## src/rtl/data_cache_pkg.sv

```systemverilog
// Shared definitions for the data cache: load/store codes, FSM state
// encoding and byte-strobe generation.
package data_cache_pkg;

    localparam logic [2:0] LD_NONE = 3'd0;
    localparam logic [2:0] LD_LB   = 3'd1;
    localparam logic [2:0] LD_LH   = 3'd2;
    localparam logic [2:0] LD_LW   = 3'd3;
    localparam logic [2:0] LD_LBU  = 3'd4;
    localparam logic [2:0] LD_LHU  = 3'd5;

    localparam logic [1:0] ST_NONE = 2'd0;
    localparam logic [1:0] ST_SB   = 2'd1;
    localparam logic [1:0] ST_SH   = 2'd2;
    localparam logic [1:0] ST_SW   = 2'd3;

    localparam logic [1:0] S_IDLE  = 2'd0;
    localparam logic [1:0] S_FETCH = 2'd1;
    localparam logic [1:0] S_WRITE = 2'd2;

    // Byte strobes for a store, positioned at the byte offset
    function automatic logic [3:0] store_strobe(input logic [1:0] code,
                                                input logic [1:0] offset);
        logic [3:0] base;
        case (code)
            ST_SB:   base = 4'b0001;
            ST_SH:   base = 4'b0011;
            ST_SW:   base = 4'b1111;
            default: base = 4'b0000;
        endcase
        return base << offset;
    endfunction

endpackage

```

## src/rtl/data_cache_load_align_extend.sv

```systemverilog
// Lane select and sign/zero extension of a cached word for a load.
module load_align_extend
    import data_cache_pkg::*;
(
    input  logic [31:0] word,
    input  logic [1:0]  offset,
    input  logic [2:0]  load_code,
    output logic [31:0] data
);

    logic [7:0]  byte_sel;
    logic [15:0] half_sel;

    // Pick the addressed lane and extend it according to the load code
    always_comb begin
        case (offset)
            2'd0:    byte_sel = word[7:0];
            2'd1:    byte_sel = word[15:8];
            2'd2:    byte_sel = word[23:16];
            default: byte_sel = word[31:24];
        endcase
        half_sel = offset[1] ? word[31:16] : word[15:0];
        case (load_code)
            LD_LB:   data = {{24{byte_sel[7]}}, byte_sel};
            LD_LBU:  data = {24'd0, byte_sel};
            LD_LH:   data = {{16{half_sel[15]}}, half_sel};
            LD_LHU:  data = {16'd0, half_sel};
            LD_LW:   data = word;
            default: data = '0;
        endcase
    end

endmodule

```

## src/rtl/data_cache.sv

```systemverilog
// Direct-mapped, write-through, no-write-allocate data cache with one-word
// lines. Optional hit/miss statistics are enabled by DATA_CACHE_STATS_EN.
module data_cache
    import data_cache_pkg::*;
#(
    parameter int ADDRESS_WIDTH    = 32,
    parameter int DATA_WIDTH       = 32,
    parameter int D_CACHE_LW_WIDTH = 3,
    parameter int D_CACHE_SW_WIDTH = 2,
    parameter int LINE_COUNT       = 16
) (
    input  logic                        CLK,
    input  logic                        RST_N,
    input  logic [ADDRESS_WIDTH-1:0]    ADDRESS,
    input  logic [D_CACHE_LW_WIDTH-1:0] DATA_CACHE_LOAD,
    input  logic [D_CACHE_SW_WIDTH-1:0] DATA_CACHE_STORE,
    input  logic [DATA_WIDTH-1:0]       DATA_CACHE_STORE_DATA,
    output logic [DATA_WIDTH-1:0]       DATA_OUT,
    output logic                        DATA_CACHE_READY,
    output logic                        MISALIGNED,
    output logic                        MEM_REQ,
    output logic                        MEM_WE,
    output logic [ADDRESS_WIDTH-1:0]    MEM_ADDR,
    output logic [DATA_WIDTH-1:0]       MEM_WDATA,
    output logic [3:0]                  MEM_WSTRB,
    input  logic                        MEM_ACK,
    input  logic [DATA_WIDTH-1:0]       MEM_RDATA,
    output logic [31:0]                 HIT_COUNT,
    output logic [31:0]                 MISS_COUNT
);

    localparam int IDX_W = $clog2(LINE_COUNT);
    localparam int TAG_W = ADDRESS_WIDTH - IDX_W - 2;

    logic [1:0]            state, state_nxt;
    logic                  just_done;
    logic [LINE_COUNT-1:0] valid;
    logic [TAG_W-1:0]      tag_mem  [LINE_COUNT];
    logic [DATA_WIDTH-1:0] data_mem [LINE_COUNT];

    logic [1:0]            offset;
    logic [IDX_W-1:0]      idx;
    logic [TAG_W-1:0]      tag;
    logic                  st_any, ld_any, ld_half, ld_word, is_load;
    logic                  misalign, hit;
    logic [DATA_WIDTH-1:0] lane_data, store_word;

    logic [DATA_WIDTH-1:0]    data_c, wdata_c;
    logic [ADDRESS_WIDTH-1:0] addr_c;
    logic [3:0]               wstrb_c;
    logic                     ready_c, mis_c, req_c, we_c;

    assign offset  = ADDRESS[1:0];
    assign idx     = ADDRESS[IDX_W+1:2];
    assign tag     = ADDRESS[ADDRESS_WIDTH-1:IDX_W+2];
    assign st_any  = (DATA_CACHE_STORE != ST_NONE);
    assign ld_any  = (DATA_CACHE_LOAD >= LD_LB) && (DATA_CACHE_LOAD <= LD_LHU);
    assign ld_half = (DATA_CACHE_LOAD == LD_LH) || (DATA_CACHE_LOAD == LD_LHU);
    assign ld_word = (DATA_CACHE_LOAD == LD_LW);
    assign is_load = ld_any && !st_any;
    assign hit     = valid[idx] && (tag_mem[idx] == tag);

    // A store takes priority, so only its alignment matters when both are set
    assign misalign = st_any
        ? (((DATA_CACHE_STORE == ST_SH) && offset[0]) ||
           ((DATA_CACHE_STORE == ST_SW) && (offset != 2'd0)))
        : ((ld_half && offset[0]) || (ld_word && (offset != 2'd0)));

    load_align_extend u_align (
        .word      (data_mem[idx]),
        .offset    (offset),
        .load_code (DATA_CACHE_LOAD),
        .data      (lane_data)
    );

    // Right-aligned store data masked to its size, then moved to its lanes
    always_comb begin
        case (DATA_CACHE_STORE)
            ST_SB:   store_word = {24'd0, DATA_CACHE_STORE_DATA[7:0]};
            ST_SH:   store_word = {16'd0, DATA_CACHE_STORE_DATA[15:0]};
            default: store_word = DATA_CACHE_STORE_DATA;
        endcase
        store_word = store_word << {offset, 3'b000};
    end

    // Next-state and output decode; just_done marks the cycle the stalled
    // instruction completes, so a held store is not reissued
    always_comb begin
        state_nxt = state;
        ready_c   = 1'b1;
        data_c    = '0;
        mis_c     = 1'b0;
        req_c     = 1'b0;
        we_c      = 1'b0;
        addr_c    = '0;
        wstrb_c   = 4'b0000;
        wdata_c   = '0;
        case (state)
            S_IDLE: begin
                if (misalign) begin
                    mis_c = 1'b1;
                end else if (st_any) begin
                    if (!just_done) begin
                        ready_c   = 1'b0;
                        state_nxt = S_WRITE;
                    end
                end else if (is_load) begin
                    if (hit) begin
                        data_c = lane_data;
                    end else begin
                        ready_c   = 1'b0;
                        state_nxt = S_FETCH;
                    end
                end
            end
            S_FETCH: begin
                ready_c = 1'b0;
                req_c   = 1'b1;
                addr_c  = {ADDRESS[ADDRESS_WIDTH-1:2], 2'b00};
                if (MEM_ACK) state_nxt = S_IDLE;
            end
            S_WRITE: begin
                ready_c = 1'b0;
                req_c   = 1'b1;
                we_c    = 1'b1;
                addr_c  = {ADDRESS[ADDRESS_WIDTH-1:2], 2'b00};
                wstrb_c = store_strobe(DATA_CACHE_STORE, offset);
                wdata_c = store_word;
                if (MEM_ACK) state_nxt = S_IDLE;
            end
            default: state_nxt = S_IDLE;
        endcase
    end

    // Reset overrides the combinational outputs while RST_N is held low
    assign DATA_OUT         = RST_N ? data_c  : '0;
    assign DATA_CACHE_READY = RST_N ? ready_c : 1'b1;
    assign MISALIGNED       = RST_N ? mis_c   : 1'b0;
    assign MEM_REQ          = RST_N ? req_c   : 1'b0;
    assign MEM_WE           = RST_N ? we_c    : 1'b0;
    assign MEM_WSTRB        = RST_N ? wstrb_c : 4'b0000;
    assign MEM_ADDR         = addr_c;
    assign MEM_WDATA        = wdata_c;

    // FSM state, completion marker and line valid bits
    always_ff @(posedge CLK or negedge RST_N) begin
        if (!RST_N) begin
            state     <= S_IDLE;
            just_done <= 1'b0;
            valid     <= '0;
        end else begin
            state     <= state_nxt;
            just_done <= (state != S_IDLE) && MEM_ACK;
            if ((state == S_FETCH) && MEM_ACK) valid[idx] <= 1'b1;
        end
    end

    // Tag/data storage: fill on fetch, byte-merge on a write-through hit
    always_ff @(posedge CLK) begin
        if ((state == S_FETCH) && MEM_ACK) begin
            tag_mem[idx]  <= tag;
            data_mem[idx] <= MEM_RDATA;
        end else if ((state == S_WRITE) && MEM_ACK && hit) begin
            for (int unsigned b = 0; b < 4; b++) begin
                if (wstrb_c[b]) data_mem[idx][8*b +: 8] <= wdata_c[8*b +: 8];
            end
        end
    end

`ifdef DATA_CACHE_STATS_EN
    logic [31:0] hit_cnt, miss_cnt;
    logic        count_hit, count_miss;

    assign count_hit  = (state == S_IDLE) && !misalign && is_load && hit && !just_done;
    assign count_miss = (state == S_IDLE) && !misalign && is_load && !hit;

    // Saturating hit/miss statistics
    always_ff @(posedge CLK or negedge RST_N) begin
        if (!RST_N) begin
            hit_cnt  <= '0;
            miss_cnt <= '0;
        end else begin
            if (count_hit && (hit_cnt != '1))   hit_cnt  <= hit_cnt + 32'd1;
            if (count_miss && (miss_cnt != '1)) miss_cnt <= miss_cnt + 32'd1;
        end
    end

    assign HIT_COUNT  = hit_cnt;
    assign MISS_COUNT = miss_cnt;
`else
    assign HIT_COUNT  = '0;
    assign MISS_COUNT = '0;
`endif

endmodule

```

## config.mk

```make
export PLATFORM = sky130hd
export DESIGN_NAME = data_cache
export DESIGN_NICKNAME = d
export VERILOG_FILES = /design/src/rtl/data_cache_pkg.sv /design/src/rtl/data_cache_load_align_extend.sv /design/src/rtl/data_cache.sv
export SDC_FILE = /design/constraint.sdc
export NUM_CORES = 1
export LEC_CHECK = 0
export CAP_MARGIN = 25
export CORE_AREA = 5 5 278 280
export CTS_BUF_LIST = sky130_fd_sc_hd__clkbuf_2 sky130_fd_sc_hd__clkbuf_4 sky130_fd_sc_hd__clkbuf_8
export DETAILED_ROUTE_END_ITERATION = 8
export DIE_AREA = 0 0 283 285
export PLACE_DENSITY = 0.88
export SYNTH_ARGS = -nofsm -noshare
export SYNTH_HDL_FRONTEND = slang
export SYNTH_SLANG_ARGS = --single-unit
```

## constraint.sdc

```tcl
create_clock -name CLK -period 5.9 [get_ports CLK]
set_clock_uncertainty 0.15 [all_clocks]
set_input_delay 1.18 -clock CLK [delete_from_list [all_inputs] [get_ports CLK]]
set_output_delay 1.18 -clock CLK [all_outputs]
set_load 0.05 [all_outputs]
```

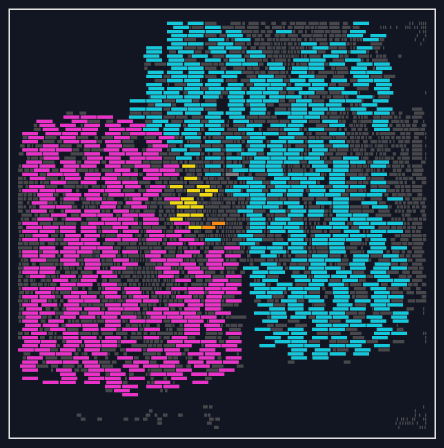
**Above:** register map, names as in the netlist.
(1.5 px per um) Other sequential cells in the stronger gray, the rest of the logic in the fainter gray.
legend:
  `data_mem`:
    color: cyan
    flops: 512
  `state`:
    color: orange
    flops: 2
  `valid`:
    color: yellow
    flops: 16
    where: center
  `tag_mem`:
    color: magenta
    flops: 416
not colored: 1

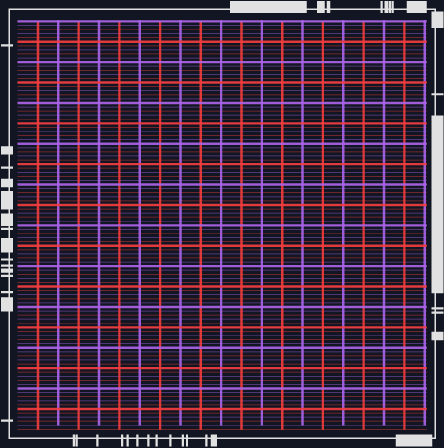
**Above:** power grid.
(1.5 px per um) Pins as bars on the die edge.
legend:
  VDD:
    color: purple
  VSS:
    color: red
met5 straps: 20
signal pins: 272

==> run summary <==
run metrics: metal1 wirelength a little under 40 mm, Top FF cell, synth edfxtp_1, DP Wirelength 75.4 mm, setup violators final 6, failing checks design-rule violations, negative setup slack, Non-Filler Instances approximately 3700, drt pass-1 iters 9, vias per cell between 6 and 7, GR peak layer met2, WL/cell slightly above 30 um, Pre-Place Util a little over half, status finished with violations, RR Endpoint data_mem[8][7], ant diodes 2, Residual DRC roughly 40, fraction of layout instances using a drive strength above 1 ~34%, vias in the first global route 25459, logic area 11600 um2, post-cts resize count 11, Syn Std Cell Area between 40000 and 50000 um2, Final WS setup -0.0619 ns, worst r2r src tag_mem[11][15], first-pass GRT wire length roughly 170 mm, crit share post-route 101%, Slew headroom about a fifth, logic share of the area a little under a quarter
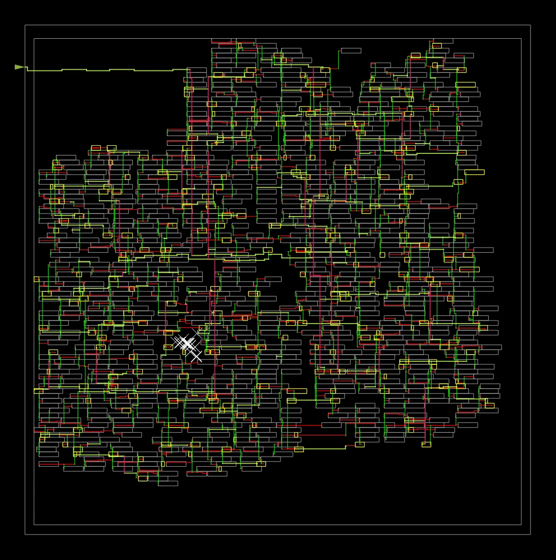
**Above:** clock nets.
clkbuf count: 200
Insertion Delay late pin: 0.83 ns
CTS buffer count: 146
CTS Sinks: 947
Clock group: 0.00570 W

[sequential cells by signal, summed over array words and instances, names as in the netlist]
register and cells:
data_mem 512, tag_mem 416, just_done 1, state 2, valid 16
[worst max path at each step]
stage	depth (start not counted)	endpoint	slack [ns]	startpoint
finish	15	DATA_CACHE_READY	-0.06	ADDRESS[2]
global route	15	DATA_CACHE_READY	-0.14	ADDRESS[2]
CTS	13	DATA_OUT[20]	0.002	ADDRESS[2]
detailed placement	14	DATA_OUT[8]	-0.19	ADDRESS[2]
global placement	13	DATA_OUT[7]	0.005	ADDRESS[2]
floorplan	13	DATA_OUT[7]	-0.19	ADDRESS[2]
[logic make-up (layout without fill, tap and decap cells)]
logic type	after synthesis	in the layout	synth area share, %
adder cells (fa/ha/maj)	9	9	0.278
AND-OR/OR-AND	257	257	4.10
AND/OR/NAND/NOR	362	362	5.03
flip-flops	947	947	70.0
XOR/XNOR	21	21	0.454
multiplexers	374	374	16.9
buffers and inverters	219	717	3.19
other	1	68	0.00926
[per-stage QoR]
stage,utilization (%),instance area [um2]
floorplan,-,40900
global placement,61.1,45400
detailed placement,61.5,45600
CTS,65.6,48700
global route,66.3,49200
finish,66.3,49200
[critical path, stage by stage]
cell	delay [ns]
buf_16	0.15
buf_12	0.20
buf_12	0.18
buf_12	0.17
mux2i_1	0.14
nand3_1	0.13
a41oi_1	0.29
or4_4	0.64
nor4_4	0.31
nor4b_2	0.29
buf_4	0.19
nand4_1	0.19
o21ai_1	0.21
buf_4	0.19
buf_12	0.14
[power by group]
part	leakage (nW)	internal (W)	total, W	switching (W)
Clock	1.59	0.00308	0.00570	0.00262
Combinational	6.46	0.000870	0.00236	0.00149
Sequential	8.60	0.00750	0.00755	0.0000525
Power is estimated from default activity; no workload was simulated.
